**The clock network**

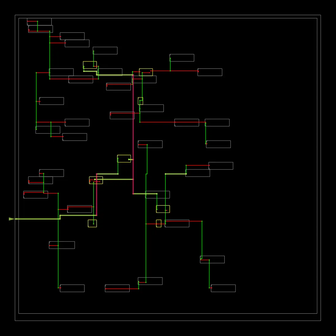
**Floorplan with the power grid**

Drawn at 3 px/µm. Pins as bars on the die edge.
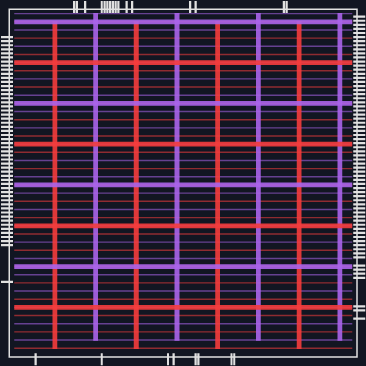
**Cell density map**

Drawn at 3 px/µm. 12 x 12 tiles, from black (low) to pale yellow (high), 0 to 100% covered.
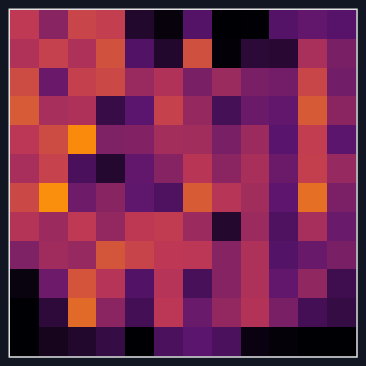
**The metal 2 layer**

Drawn at 3 px/µm.
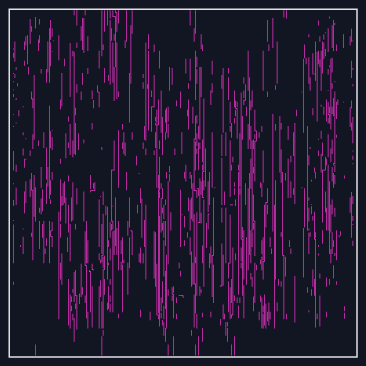
$ cat src/rtl/ram_ctrl_pkg.sv
// Shared types and default geometry for the RAM access controller.
// Imported by ram_access_ctrl and by anything that decodes its state.
package ram_ctrl_pkg;

    typedef enum logic [2:0] {
        ST_IDLE,
        ST_LOAD,
        ST_RUN,
        ST_UNLOAD_RD,
        ST_UNLOAD_WAIT,
        ST_DONE
    } ctrl_state_t;

    localparam int          DEF_ADDR_W    = 16;
    localparam int          DEF_DATA_W    = 16;
    localparam logic [15:0] DEF_IMG_BASE  = 16'h0000;
    localparam int          DEF_IMG_WORDS = 256;
    localparam logic [15:0] DEF_RES_BASE  = 16'h0100;
    localparam int          DEF_RES_WORDS = 256;

endpackage

$ cat src/rtl/ram_access_ctrl.sv
// Sequencer and arbiter for the single data RAM port: host load, processor run,
// host unload. The processor is gated by a clock enable rather than a gated clock.
module ram_access_ctrl
    import ram_ctrl_pkg::*;
#(
    parameter int                ADDR_W    = DEF_ADDR_W,
    parameter int                DATA_W    = DEF_DATA_W,
    parameter logic [ADDR_W-1:0] IMG_BASE  = ADDR_W'(DEF_IMG_BASE),
    parameter int                IMG_WORDS = DEF_IMG_WORDS,
    parameter logic [ADDR_W-1:0] RES_BASE  = ADDR_W'(DEF_RES_BASE),
    parameter int                RES_WORDS = DEF_RES_WORDS
) (
    input  logic              clk,
    input  logic              rst_n,
    input  logic              start,
    input  logic              abort,
    input  logic              host_valid,
    output logic              host_ready,
    input  logic [DATA_W-1:0] host_data,
    output logic              out_valid,
    input  logic              out_ready,
    output logic [DATA_W-1:0] out_data,
    output logic              busy,
    output logic              done,
    output logic              proc_ce,
    input  logic [ADDR_W-1:0] proc_addr,
    input  logic [DATA_W-1:0] proc_wdata,
    input  logic              proc_we,
    input  logic              proc_en,
    input  logic              proc_end,
    output logic [DATA_W-1:0] proc_rdata,
    output logic [ADDR_W-1:0] ram_addr,
    output logic [DATA_W-1:0] ram_wdata,
    output logic              ram_we,
    output logic              ram_en,
    input  logic [DATA_W-1:0] ram_rdata
);

    localparam logic [ADDR_W-1:0] IMG_LAST = ADDR_W'(IMG_WORDS - 1);
    localparam logic [ADDR_W-1:0] RES_LAST = ADDR_W'(RES_WORDS - 1);

    ctrl_state_t       state, state_nx;
    logic [ADDR_W-1:0] cnt, cnt_nx;
    logic              out_valid_nx;
    logic [DATA_W-1:0] out_data_nx;

    always_ff @(posedge clk or negedge rst_n) begin
        if (!rst_n) begin
            state     <= ST_IDLE;
            cnt       <= '0;
            out_valid <= 1'b0;
            out_data  <= '0;
        end else begin
            state     <= state_nx;
            cnt       <= cnt_nx;
            out_valid <= out_valid_nx;
            out_data  <= out_data_nx;
        end
    end

    // In LOAD host_ready is constant 1, so host_valid alone is the handshake.
    always_comb begin
        state_nx     = state;
        cnt_nx       = cnt;
        out_valid_nx = out_valid;
        out_data_nx  = out_data;
        ram_en       = 1'b0;
        ram_we       = 1'b0;
        ram_addr     = '0;
        ram_wdata    = '0;

        case (state)
            ST_IDLE, ST_DONE: begin
                if (start) begin
                    state_nx = ST_LOAD;
                    cnt_nx   = '0;
                end
            end
            ST_LOAD: begin
                if (host_valid) begin
                    ram_en    = 1'b1;
                    ram_we    = 1'b1;
                    ram_addr  = IMG_BASE + cnt;
                    ram_wdata = host_data;
                    if (cnt == IMG_LAST) begin
                        state_nx = ST_RUN;
                        cnt_nx   = '0;
                    end else begin
                        cnt_nx = cnt + ADDR_W'(1);
                    end
                end
            end
            ST_RUN: begin
                ram_en    = proc_en;
                ram_we    = proc_we & proc_en;
                ram_addr  = proc_addr;
                ram_wdata = proc_wdata;
                if (proc_end) begin
                    state_nx = ST_UNLOAD_RD;
                end
            end
            ST_UNLOAD_RD: begin
                ram_en   = 1'b1;
                ram_addr = RES_BASE + cnt;
                state_nx = ST_UNLOAD_WAIT;
            end
            ST_UNLOAD_WAIT: begin
                // First WAIT cycle is the one where read data is valid.
                if (!out_valid) begin
                    out_valid_nx = 1'b1;
                    out_data_nx  = ram_rdata;
                end else if (out_ready) begin
                    out_valid_nx = 1'b0;
                    if (cnt == RES_LAST) begin
                        state_nx = ST_DONE;
                    end else begin
                        cnt_nx   = cnt + ADDR_W'(1);
                        state_nx = ST_UNLOAD_RD;
                    end
                end
            end
            default: state_nx = ST_IDLE;
        endcase

        if (abort) begin
            state_nx     = ST_IDLE;
            cnt_nx       = '0;
            out_valid_nx = 1'b0;
        end
    end

    assign host_ready = (state == ST_LOAD);
    assign proc_ce    = (state == ST_RUN);
    assign busy       = (state == ST_LOAD) || (state == ST_RUN) ||
                        (state == ST_UNLOAD_RD) || (state == ST_UNLOAD_WAIT);
    assign done       = (state == ST_DONE);
    assign proc_rdata = ram_rdata;

endmodule

$ cat config.mk
export PLATFORM = sky130hd
export DESIGN_NAME = ram_access_ctrl
export DESIGN_NICKNAME = d
export VERILOG_FILES = /design/src/rtl/ram_ctrl_pkg.sv /design/src/rtl/ram_access_ctrl.sv
export SDC_FILE = /design/constraint.sdc
export NUM_CORES = 1
export LEC_CHECK = 0
export ABC_AREA = 1
export ABC_CLOCK_PERIOD_IN_PS = 1800
export CAP_MARGIN = 40
export CELL_PAD_IN_SITES_DETAIL_PLACEMENT = 1
export CELL_PAD_IN_SITES_GLOBAL_PLACEMENT = 2
export CORE_UTILIZATION = 21
export CTS_BUF_LIST = sky130_fd_sc_hd__clkbuf_2 sky130_fd_sc_hd__clkbuf_4 sky130_fd_sc_hd__clkbuf_8
export DETAILED_ROUTE_END_ITERATION = 8
export GPL_ROUTABILITY_DRIVEN = 0
export PLACE_DENSITY_LB_ADDON = 0.15
export REMOVE_ABC_BUFFERS = 1
export SYNTH_ARGS = -nofsm -noshare
export SYNTH_HDL_FRONTEND = slang
export SYNTH_SLANG_ARGS = --single-unit
export TNS_END_PERCENT = 20
$ cat constraint.sdc
create_clock -name clk -period 1.8 [get_ports clk]
set_input_delay 0.45 -clock clk [delete_from_list [all_inputs] [get_ports clk]]
set_output_delay 0.45 -clock clk [all_outputs]
set_load 0.02 [all_outputs]
==> results_slide.txt <==
Implementation Results

Outcome
  • Status: complete, but fails checks
  • Failing checks: negative setup slack

Timing
  • Clock skew: 0.0134 ns
  • Final total negative setup slack: -9.09 ns
  • Measured slew at the worst slew-check pin: 0.478 ns
  • Final count of hold timing violations: 0
  • Final count of pins violating max slew: 0
  • Headroom to the max-slew limit: 0.681
  • Worst path setup slack after routing: -0.296 ns
  • Final period utilization: 1.16
  • Setup Viol. Count Final: 36
  • Highest clock frequency the design can meet: 0.477 GHz
  • Min Clock Period, post-route: 2.10 ns
  • RSZ-0062 raised after global routing: true

Detailed routing
  • Via/cell ratio: 4.28
  • Final ANT Viol Nets: 0
  • TritonRoute pass-1 iters: 4
  • WL/cell: 14.3 µm
  • Total wire length: 10300 µm
  • Overall via count from detail_route: 3093
  • Violation tally from detailed-route iteration zero: 85
  • Residual DRC: 0

CTS
  • CTS H-tree depth: 2
  • Maximum buffer depth of the clock tree: 2
  • Worst-Skew Late Latency: 0.31 ns
  • CTS tree: built
  • Clock transition at path regs: 0.09 ns
  • Buffer cell driving the clock tree root: sky130_fd_sc_hd__clkbuf_8

Setup path
  • Number of logic stages on the critical path including buffering: 6
  • Reg-to-reg critical path endpoint: state[1]
  • Nature of the critical path endpoint: primary output
  • Startpoint of the worst setup timing path: state[1]
  • CP Data Arrival Time: 1.65 ns
  • Sequence of cells on the critical path: buf_4 -> nand3_4 -> clkinv_4 -> clkbuf_16 -> a22o_1 -> buf_2
  • Reg2Reg Depth: 13
  • Largest fanout on the critical path: 14
  • Top Family by Delay on Critical Path: buffers and inverters
  • Stage delay of the slowest cell on the critical path: 0.45 ns
  • Master of the slowest instance on the critical path: sky130_fd_sc_hd__dfrtp_2
  • Worst EP required: 1.35 ns
  • Worst R2R Setup Slack: 0.01 ns
  • Startpoint types: flop
  • Source of the worst register-to-register timing path: cnt[9]
  • Class of the most critical setup path: flop to primary output
  • Combined buffer and inverter count along the critical path: 4
  • Last element of the critical path: ram_wdata[9]

Finish
  • Final antenna diode count: 0
  • Synth-to-layout area growth: 77.8%
  • Fraction of layout instances using a drive strength above 1: 0.312
  • Area used by multi-input combinational logic: 1570 µm²
  • Layout Utilization: 0.382
  • Number of nets in the layout: 626
  • Reg area: 902 µm²
  • Number of filler instances in the final layout: 1542
  • Non-Filler Cell Area, Final: 4810 µm²

Global route
  • Remaining global-route overflow: 0
  • Initial antenna violation count: 0
  • Global-route wire length before repair: 15800 µm
  • GRT Total Usage: 0.152
  • Number of global-route vias before repair: 3344
  • Pin count of the biggest net entering global routing: 29

Die
  • X dimension of the die: 115 µm
  • Pre-placement core utilization: 0.215
  • Vertical die size: 115 µm
  • Num ports: 144
  • Row count: 41
  • Chip area: 13300 µm²
  • Core outline area: 12600 µm²

Pwr
  • Net switching power: 2360 µW
  • Seq pwr share: 0.219
  • Internal power: 2980 µW
  • Lkg Pwr: 0.00227 µW
  • Power per unit of standard cell area: 1110 nW/µm²
  • Switching fraction of total power: 0.442
  • Worst vdd rail ir drop: 0.539 mV
  • Logic pwr share: 0.666
  • Clock Power Share: 0.115

Worst hold path
  • HP Class: primary input to asynchronous set/reset pin

Synthesis
  • Post-synthesis sequential area ratio: 0.333
  • YS chip area: 2700 µm²
  • Unique cell types: 33
  • Basic Gates by Area: 0.321
  • Per-instance average area after synthesis: 7.36 µm²
  • Synth warn: 0
  • Adder-Cell Fraction of Synth Area: 0.0139
  • Synth Area in Compound Gates: 0.121
  • Multiplexer area fraction after synthesis: 0.0667
  • Biggest combinational cell group after synthesis: simple AND/OR/NAND/NOR gates
  • Number of cells produced by synthesis: 367
  • Number of standard cells reported by yosys: 367
  • Xor/xnor share of the synthesized area: 0.0194
  • Cell area after synthesis: 2700 µm²
  • Registers, synthesis: 36

Job
  • Max_cap viols: 0
  • Tally of OpenROAD warnings: 28

Placed design
  • Post-placement setup slack: -0.800 ns
  • DP Wirelength: 7930 µm
  • Placed instance area: 4570 µm²
  • Count of input and output buffers: 143
Back to the opening pictures, 'the clock network':
clock sink total: 36
power in the clock group: 612 µW
number of buffers inserted during clock tree synthesis: 5
clock buffers: 5

Back to the opening pictures, 'floorplan with the power grid':
red -> VSS
purple -> VDD
met1 rails = 42
met4 straps = 8
signal pins = 144
rows = 41

Back to the opening pictures, 'cell density map':
tiles over 75% full = 0.70%
mean over tiles = 34%
fullest tile = 76%
nearly empty tiles = 6.9%

Back to the opening pictures, 'the metal 2 layer':
wire length on this layer = 4760 µm
nets with wire on the layer = 533
longest straight run = 48.8 µm
main direction = vertical

## sequential cells by signal, indices dropped and copies added, names as in the netlist
signal and flops:
cnt 16, out_data 16, state 3, out_valid 1
## how the worst min path moves through the flow
stage	to	slack (ns)	cells after the start
after floorplan	cnt[0]	0.15	0
after global placement	state[0]	0.44	1
after detailed placement	state[1]	0.43	1
after CTS	state[2]	0.09	1
after global routing	state[2]	0.11	1
final	state[2]	0.09	1
## synthesized netlist by cell type, drive strengths merged
master  count  share of area
a21oi       3         0.0056
a22o       16          0.052
buf        27          0.075
clkbuf      3         0.0042
clkinv      1         0.0014
dfrtp      36           0.33
ha          3          0.014
inv        31          0.044
mux2       16          0.067
nand2     126           0.19
nand3      25          0.061
nand4       2         0.0069
nor2       41          0.065
nor3        1         0.0019
o211ai      6          0.017
o21ai      22          0.041
o221ai      1         0.0032
o31ai       1         0.0028
xnor2       1         0.0032
xor2        5          0.016
## power by group through the flow
stage | sequential (µW) | clock, µW | combinational, µW
after floorplan | 1400 | 0 | 1300
after global placement | 1160 | 0 | 3340
after detailed placement | 1170 | 0 | 3370
after CTS | 1170 | 648 | 3340
after global routing | 1210 | 670 | 3830
final | 1170 | 612 | 3550
## cells in the final DEF (no fill, tap or decap), types with 11 or more instances in the layout
| cell | netlist | routed |
|---|---|---|
| sky130_fd_sc_hd__nand2_1 | 118 | 113 |
| sky130_fd_sc_hd__clkdlybuf4s50_1 | 0 | 86 |
| sky130_fd_sc_hd__buf_4 | 17 | 66 |
| sky130_fd_sc_hd__dfrtp_1 | 36 | 35 |
| sky130_fd_sc_hd__nor2_1 | 36 | 29 |
| sky130_fd_sc_hd__inv_1 | 26 | 23 |
| sky130_fd_sc_hd__nand3_1 | 20 | 18 |
| sky130_fd_sc_hd__buf_2 | 6 | 17 |
| sky130_fd_sc_hd__a22o_1 | 16 | 16 |
| sky130_fd_sc_hd__dlygate4sd2_1 | 0 | 16 |
| sky130_fd_sc_hd__mux2_2 | 11 | 11 |
## logic make-up (layout without fill, tap and decap cells)
family          Yosys count  count (layout)
compound gates           49              49
xor+xnor                  6               6
fa+ha+maj                 3               3
buf+inv                  62             246
flops                    36              36
mux                      16              16
simple gates            195             195
## final cells by class
class / count / area share
clock buffers: 5 / 0.0143
repair buffers: 206 / 0.394
multi-input cells: 269 / 0.326
well taps: 172 / 0.0448
inverters: 32 / 0.0292
clock inverters: 3 / 0.00391
flip-flops and latches: 36 / 0.188
## per-layer routing
layer	up-vias	part of all wire	track usage
met5	-	0	0
met4	0	0.0080	0.0303
met3	10	0.10	0.0528
met2	132	0.46	0.267
met1	1411	0.43	0.178
li1	1540	-	-
## stage by stage
stage                     power (µW)  std cells  hold slack (ns)
after floorplan                 2700        337            0.154
after global placement          4510        706            0.439
after detailed placement        4540        706            0.433
after CTS                       5150        717           0.0908
after global routing            5710        723            0.111
final                           5330        723           0.0884
## repair_timing
| action | in CTS | in global routing |
|---|---|---|
| pin swaps | 3 | 5 |
| resized | 226 | 35 |
| setup endpoints to repair | 63 | 58 |
| cloned | 0 | 3 |
| setup buffers | 3 | 3 |
| hold buffers | 0 | 0 |
Power is estimated from default activity; no workload was simulated.
